**config.mk**
```make
export PLATFORM = sky130hd
export DESIGN_NAME = pe_bitcol_array
export DESIGN_NICKNAME = d
export VERILOG_FILES = /design/src/rtl/pe_pkg.sv /design/src/rtl/pe_bce_lane.sv /design/src/rtl/pe_bitcol_array.sv
export SDC_FILE = /design/constraint.sdc
export NUM_CORES = 2
export LEC_CHECK = 0
export CAP_MARGIN = 25
export CORE_AREA = 2 2 331 333
export DETAILED_ROUTE_END_ITERATION = 6
export DIE_AREA = 0 0 333 335
export GPL_ROUTABILITY_DRIVEN = 0
export PLACE_DENSITY = 0.6
export SYNTH_ARGS = -nofsm -noshare
export SYNTH_HDL_FRONTEND = slang
export SYNTH_SLANG_ARGS = --single-unit
```
**constraint.sdc**
```tcl
create_clock -name clk -period 9.4 [get_ports clk]
set_input_delay 1.41 -clock clk [delete_from_list [all_inputs] [get_ports clk]]
set_output_delay 1.41 -clock clk [all_outputs]
set_load 0.03 [all_outputs]
```
**src/rtl/pe_pkg.sv**
```systemverilog
// Shared types and helpers for the bit-column processing element.
// Optional saturating accumulation is enabled by defining PE_SAT_EN.
package pe_pkg;

  typedef enum logic [1:0] {
    PE_MODE_ALL  = 2'd0,
    PE_MODE_HALF = 2'd1,
    PE_MODE_LANE = 2'd2
  } pe_mode_e;

  typedef enum logic [1:0] {
    ST_IDLE  = 2'd0,
    ST_ACC   = 2'd1,
    ST_FLUSH = 2'd2,
    ST_OUT   = 2'd3
  } pe_state_e;

  // Signed lane partial: gated sum, max left shift, sign bit.
  function automatic int pe_part_w(int act_per, int act_w, int shift_w);
    return act_w + $clog2(act_per) + (1 << shift_w);
  endfunction

  function automatic pe_mode_e pe_mode_map(logic [1:0] m);
    pe_mode_e r;
    r = PE_MODE_ALL;
    if (m == 2'd1) r = PE_MODE_HALF;
    if (m == 2'd2) r = PE_MODE_LANE;
    return r;
  endfunction

endpackage

```
**src/rtl/pe_bce_lane.sv**
```systemverilog
// One bit-column engine: gate activations by weight bits, sum,
// shift and optionally negate. Purely combinational.
module pe_bce_lane
  import pe_pkg::*;
#(
  parameter int ACT_PER_BCE = 8,
  parameter int ACT_W       = 8,
  parameter int SHIFT_W     = 3,
  parameter int PW          = pe_part_w(ACT_PER_BCE, ACT_W, SHIFT_W)
) (
  input  logic [ACT_PER_BCE*ACT_W-1:0] acts,
  input  logic [ACT_PER_BCE-1:0]       wcol,
  input  logic                         wsign,
  input  logic [SHIFT_W-1:0]           shift,
  output logic signed [PW-1:0]         part
);

  localparam int SUMW = ACT_W + $clog2(ACT_PER_BCE);

  logic [SUMW-1:0] sum;
  logic [PW-2:0]   mag;

  always_comb begin
    sum = '0;
    for (int j = 0; j < ACT_PER_BCE; j++) begin
      if (wcol[j]) sum = sum + SUMW'(acts[j*ACT_W +: ACT_W]);
    end
    mag  = (PW-1)'(sum) << shift;
    part = wsign ? -$signed({1'b0, mag})
                 : $signed({1'b0, mag});
  end

endmodule

```
**src/rtl/pe_bitcol_array.sv**
```systemverilog
// NUM_BCE-lane bit-column PE with mode-reduced group accumulation.
// Define PE_SAT_EN for saturating adds with a sticky ovf flag.
module pe_bitcol_array
  import pe_pkg::*;
#(
  parameter int NUM_BCE     = 4,
  parameter int ACT_PER_BCE = 8,
  parameter int ACT_W       = 8,
  parameter int SHIFT_W     = 3,
  parameter int ACC_W       = 32
) (
  input  logic                               clk,
  input  logic                               rstn,
  input  logic                               in_valid,
  output logic                               in_ready,
  input  logic                               in_last,
  input  logic [1:0]                         mode,
  input  logic [NUM_BCE*ACT_PER_BCE*ACT_W-1:0] acts,
  input  logic [NUM_BCE*ACT_PER_BCE-1:0]     wcol,
  input  logic                               wsign,
  input  logic [NUM_BCE*SHIFT_W-1:0]         shift,
  output logic                               out_valid,
  input  logic                               out_ready,
  output logic [NUM_BCE*ACC_W-1:0]           result,
  output logic                               ovf
);

  localparam int PW   = pe_part_w(ACT_PER_BCE, ACT_W, SHIFT_W);
  localparam int RW   = PW + $clog2(NUM_BCE);
  localparam int HALF = NUM_BCE / 2;

  pe_state_e state;
  pe_mode_e  mode_q;

  logic signed [PW-1:0]    part    [NUM_BCE];
  logic signed [PW-1:0]    s1      [NUM_BCE];
  logic                    s1_vld;
  logic signed [RW-1:0]    red     [NUM_BCE];
  logic signed [ACC_W-1:0] acc     [NUM_BCE];
  logic signed [ACC_W-1:0] acc_nxt [NUM_BCE];
  logic                    accept;
  logic                    done;

  assign in_ready  = rstn & ((state == ST_IDLE) | (state == ST_ACC));
  assign out_valid = (state == ST_OUT);
  assign accept    = in_valid & in_ready;
  assign done      = out_valid & out_ready;

  for (genvar i = 0; i < NUM_BCE; i++) begin : g_lane
    pe_bce_lane #(
      .ACT_PER_BCE (ACT_PER_BCE),
      .ACT_W       (ACT_W),
      .SHIFT_W     (SHIFT_W),
      .PW          (PW)
    ) u_lane (
      .acts  (acts[i*ACT_PER_BCE*ACT_W +: ACT_PER_BCE*ACT_W]),
      .wcol  (wcol[i*ACT_PER_BCE +: ACT_PER_BCE]),
      .wsign (wsign),
      .shift (shift[i*SHIFT_W +: SHIFT_W]),
      .part  (part[i])
    );
  end

  always_comb begin
    for (int k = 0; k < NUM_BCE; k++) red[k] = '0;
    for (int i = 0; i < NUM_BCE; i++) begin
      unique case (mode_q)
        PE_MODE_HALF: begin
          if (i < HALF) red[0] = red[0] + RW'(s1[i]);
          else          red[1] = red[1] + RW'(s1[i]);
        end
        PE_MODE_LANE: red[i] = RW'(s1[i]);
        default:      red[0] = red[0] + RW'(s1[i]);
      endcase
    end
  end

`ifdef PE_SAT_EN
  localparam int SW = ((RW > ACC_W) ? RW : ACC_W) + 1;
  localparam logic signed [SW-1:0] SAT_MAX =
    SW'((longint'(1) << (ACC_W-1)) - 1);
  localparam logic signed [SW-1:0] SAT_MIN = -SAT_MAX - 1;

  logic ovf_q;
  logic clamp;

  always_comb begin
    logic signed [SW-1:0] wide;
    clamp = 1'b0;
    for (int k = 0; k < NUM_BCE; k++) begin
      wide = SW'(acc[k]) + SW'(red[k]);
      if (wide > SAT_MAX) begin
        acc_nxt[k] = ACC_W'(SAT_MAX);
        clamp      = 1'b1;
      end else if (wide < SAT_MIN) begin
        acc_nxt[k] = ACC_W'(SAT_MIN);
        clamp      = 1'b1;
      end else begin
        acc_nxt[k] = ACC_W'(wide);
      end
    end
  end

  always_ff @(posedge clk or negedge rstn) begin
    if (!rstn) begin
      ovf_q <= 1'b0;
    end else if (done) begin
      ovf_q <= 1'b0;
    end else if (s1_vld) begin
      ovf_q <= ovf_q | clamp;
    end
  end

  assign ovf = ovf_q;
`else
  always_comb begin
    for (int k = 0; k < NUM_BCE; k++) begin
      acc_nxt[k] = acc[k] + ACC_W'(red[k]);
    end
  end

  assign ovf = 1'b0;
`endif

  always_ff @(posedge clk or negedge rstn) begin
    if (!rstn) begin
      state  <= ST_IDLE;
      mode_q <= PE_MODE_ALL;
      s1_vld <= 1'b0;
      for (int k = 0; k < NUM_BCE; k++) begin
        s1[k]  <= '0;
        acc[k] <= '0;
      end
    end else begin
      s1_vld <= accept;
      if (accept) begin
        for (int k = 0; k < NUM_BCE; k++) s1[k] <= part[k];
      end
      if (s1_vld) begin
        for (int k = 0; k < NUM_BCE; k++) acc[k] <= acc_nxt[k];
      end
      unique case (state)
        ST_IDLE: begin
          if (accept) begin
            mode_q <= pe_mode_map(mode);
            state  <= in_last ? ST_FLUSH : ST_ACC;
          end
        end
        ST_ACC: begin
          if (accept && in_last) state <= ST_FLUSH;
        end
        ST_FLUSH: state <= ST_OUT;
        default: begin
          if (out_ready) begin
            state  <= ST_IDLE;
            s1_vld <= 1'b0;
            for (int k = 0; k < NUM_BCE; k++) acc[k] <= '0;
          end
        end
      endcase
    end
  end

  for (genvar k = 0; k < NUM_BCE; k++) begin : g_res
    assign result[k*ACC_W +: ACC_W] = out_valid ? acc[k] : '0;
  end

endmodule
```
met4.png
Scale: 1 px per um.
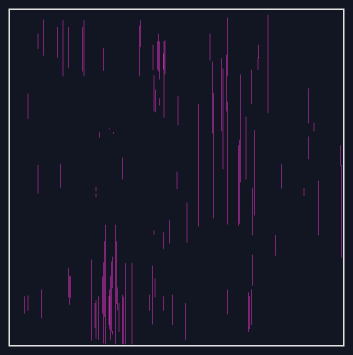
share of all routed wire	3.3%
main direction	vertical
nets with wire on the layer	88
longest straight run	125 um
wire length on this layer	4310 um
via count: 42800
WL final: 132000 um

clock_map.png
Scale: 1.5 px per um.
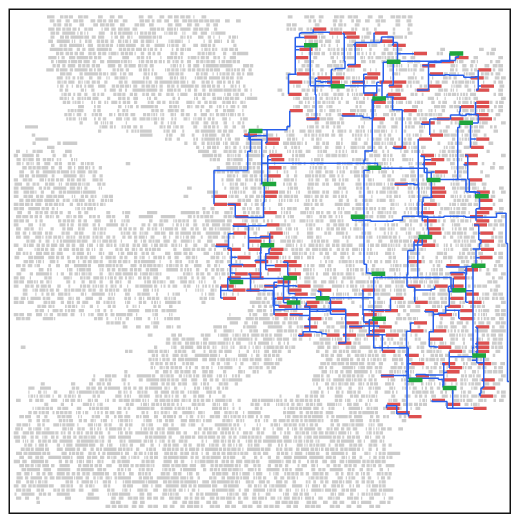
[red] flip-flops | count: 209
[green] cells driving clock nets | count: 25
[blue] clock wires | length: 3530 um
routed clock nets	26
clk_lat worst skew: 550 ps
clock skew: 14.0 ps
P_clk: 1.01 mW

density.png
The die is cut into 33 by 34 equal tiles; white is low, dark blue is high, 0 to 100% covered.
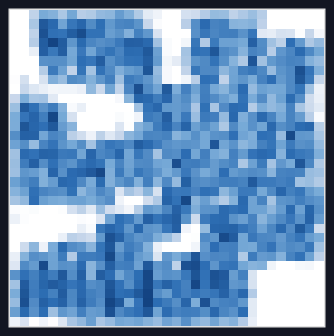
fullest tile	92%
mean over tiles	50%
tiles over 75% full	16%
nearly empty tiles	13%
Final Util: 0.528
fp_density: 0.357

==> worst max-delay path: cells and delay by family <==
| kind | cells | cell delay [ps] |
|---|---|---|
| xor gates and xnor gates | 3 | 500 |
| buffers and inverters | 6 | 680 |
| adders and majority gates | 8 | 2320 |
| AOI/OAI and AO/OA | 25 | 4590 |
| muxes | 4 | 900 |
| and+or+nand+nor | 5 | 600 |
==> power by group through the flow <==
stage | Sequential [mW] | Combinational [mW] | Clock, mW
2_1_floorplan | 1.53 | 11.2 | 0
3_3_place_gp | 1.84 | 15.4 | 0
3_5_place_dp | 1.85 | 15.7 | 0
4_1_cts | 1.83 | 16.5 | 1.03
5_1_grt | 1.88 | 19.1 | 1.06
6_report | 1.84 | 17.3 | 1.01
==> metrics by stage <==
stage | std cells | area (um2)
2_1_floorplan | 5191 | 39800
6_report | 8027 | 57100
5_1_grt | 8026 | 57100
4_1_cts | 7934 | 55100
3_3_place_gp | 7737 | 51800
3_5_place_dp | 7737 | 51800
==> cells by family after synthesis <==
kind of cell | count (synthesis)
simple gates | 1826
compound gates | 1669
fa+ha+maj | 493
buf+inv | 456
xor+xnor | 340
flops | 209
mux | 197
other cells | 1
==> Yosys cell counts, types with 35 or more instances <==
master	instances	area [um2]
or3_1	47	294
mux2_2	40	450
dfrtp_1	209	5230
nor2_1	507	1900
ha_1	456	5710
fa_1	37	741
and2_1	244	1530
a21oi_1	338	1690
o21ai_0	389	1950
clkbuf_1	166	623
mux2i_1	151	1510
inv_1	259	972
a211oi_1	93	698
and3_1	35	219
a31oi_1	54	338
o31ai_1	67	503
nand2b_1	68	425
xor2_1	118	1030
o211ai_1	49	368
nor3_1	143	716
xnor2_1	214	1870
nand3_1	106	531
o21bai_1	53	398
nor2b_1	75	469
o31a_1	40	350
a21o_1	150	1130
nand2_1	451	1690
o21a_1	97	728
==> final cells by class <==
class	instances	area, um2
clock buffer	35	723
tap	1414	1770
multi-input combinational	4526	35300
antenna	15	37.5
fill	10100	51000
sequential	209	5230
inverter	268	1010
clock inverter	10	116
timing repair buffer	1550	12900
==> state kept, by name, indices dropped and copies added, names as in the netlist <==
signal	cells
s1	76
mode_q	2
state	2
acc	128
s1_vld	1
==> worst max path at each step <==
stage,endpoint,cells after the start
final,s1[71],51
after global routing,s1[71],51
after CTS,s1[74],49
after detailed placement,s1[71],47
after global placement,s1[74],48
after floorplan,s1[74],48
==> per-layer routing <==
metal  vias up  track usage  wire (um)
met5         -            0         80
met4        12       0.0746       4310
met3       206       0.0167       4190
met2       754        0.404      65700
met1     20000        0.278      58200
li1      21800            -          -
==> timing repair <==
action,in CTS,in global routing
endpoints found under the hold margin,0,0
setup endpoints to repair,55,66
pin swaps,209,253
gates resized,319,286
setup buffers,156,81
==> flow_metrics.py <==
# Generated from Yosys and OpenROAD reports
metrics = {
    "outcome": {
        "status": "complete, but fails checks",
        "violations": "setup timing",
    },
    "timing": {
        "rsz0062_at_grt": "yes",
        "fin_ws_ps": -1230,
        "slew_headroom": 0.305,
        "worst_pin_slew_ps": 1040,
        "hold_viol": 0,
        "min_period_over_period": 1.13,
        "fin_hold_ws_ps": 518,
        "final-setup-viol-count": 47,
        "timing.final.max_slew_violations": 0,
        "tns_ps": -28860,
    },
    "min_path": {
        "hold_path_depth": 2,
        "worst_hold_path.endpoint": "s1[68]",
        "min_from": "s1[68]",
        "hold_path.class": "reg2reg",
    },
    "synth": {
        "yosysWarnings": 0,
        "mux_share": 0.0543,
        "logic_family": "AND-OR/OR-AND gates",
        "edf_count": 0,
        "ys_cells": 5191,
        "synthAdderAreaFrac": 0.167,
        "flop_cell": "dfrtp_1",
        "synth_flops": 209,
        "simple_gate_share": 0.231,
        "xor_share": 0.0801,
        "syn_inst": 5191,
        "floorplan.nets": 5992,
        "syn_avg_cell_area_um2": 7.43,
        "ys_seq_share": 0.136,
    },
    "worst_setup_path": {
        "rr_endpoint": "acc[127]",
        "cp-end-kind": "register",
        "path_max_fanout": 6,
        "crit_top_cell": "ha_4",
        "required_ps": 9790,
        "crit_arrival_ps": 11030,
        "r2r-start": "s1[38]",
        "crit_type": "in2reg",
        "slowest_delay_ps": 510,
        "worstRegToRegCells": 41,
        "crit_start": "acts[0]",
        "reg2reg_slack_ps": 620,
        "cp_slowest_cell": "fa_2",
    },
    "power_and_ir_drop": {
        "combPwrFrac": 0.859,
        "seq_power_share": 0.091,
        "p_sw_mw": 9.79,
        "swShare": 0.486,
        "p_leak_nw": 26.5,
        "internal_power_mw": 10.3,
        "power_density_nw_per_um2": 353,
    },
    "drt": {
        "first_pass_iters": 7,
        "viasPerCell": 5.33,
        "drtIter0Drc": 2025,
        "drtAntennaViolNets": 0,
        "wire_per_inst_um": 16.5,
        "drc": 0,
    },
    "floorplan": {
        "die_w_um": 333,
        "num_io_pins": 439,
        "chipArea_um2": 112000,
        "core_um2": 108000,
        "die_y_um": 335,
        "rows": 121,
    },
    "cts": {
        "tritoncts": "yes",
        "h-tree-depth": 1,
        "clkSlewWorstSetupHoldPaths_ps": 60,
        "cts_sinks": 209,
        "clockRootBuffer": "clkbuf_16",
        "cts.hold.buffers_added": 0,
        "cts.path.max_buffers": 3,
        "cts_buffers": 25,
    },
    "grt": {
        "grt_antenna_before_repair": 20,
        "grt_pass1_vias": 41500,
        "grt_max_degree": 130,
        "grt_overflow_total": 0,
        "track_usage": 0.223,
    },
    "final_layout": {
        "layout_top_cells": "1074 x buf_4, 489 x nor2_1, 429 x nand2_1",
        "final_common_cell": "buf_4",
        "drive_above_1_share": 0.273,
        "final_nets": 7381,
        "synthToLayoutAreaGrowth_pct": 48.0,
    },
    "placement": {
        "portBuffers": 437,
        "place_ws_ps": -2430,
        "hpwl_um": 104000,
    },
    "job": {
        "openroad.warnings": 36,
    },
}
Power and IR drop assume default switching activity.
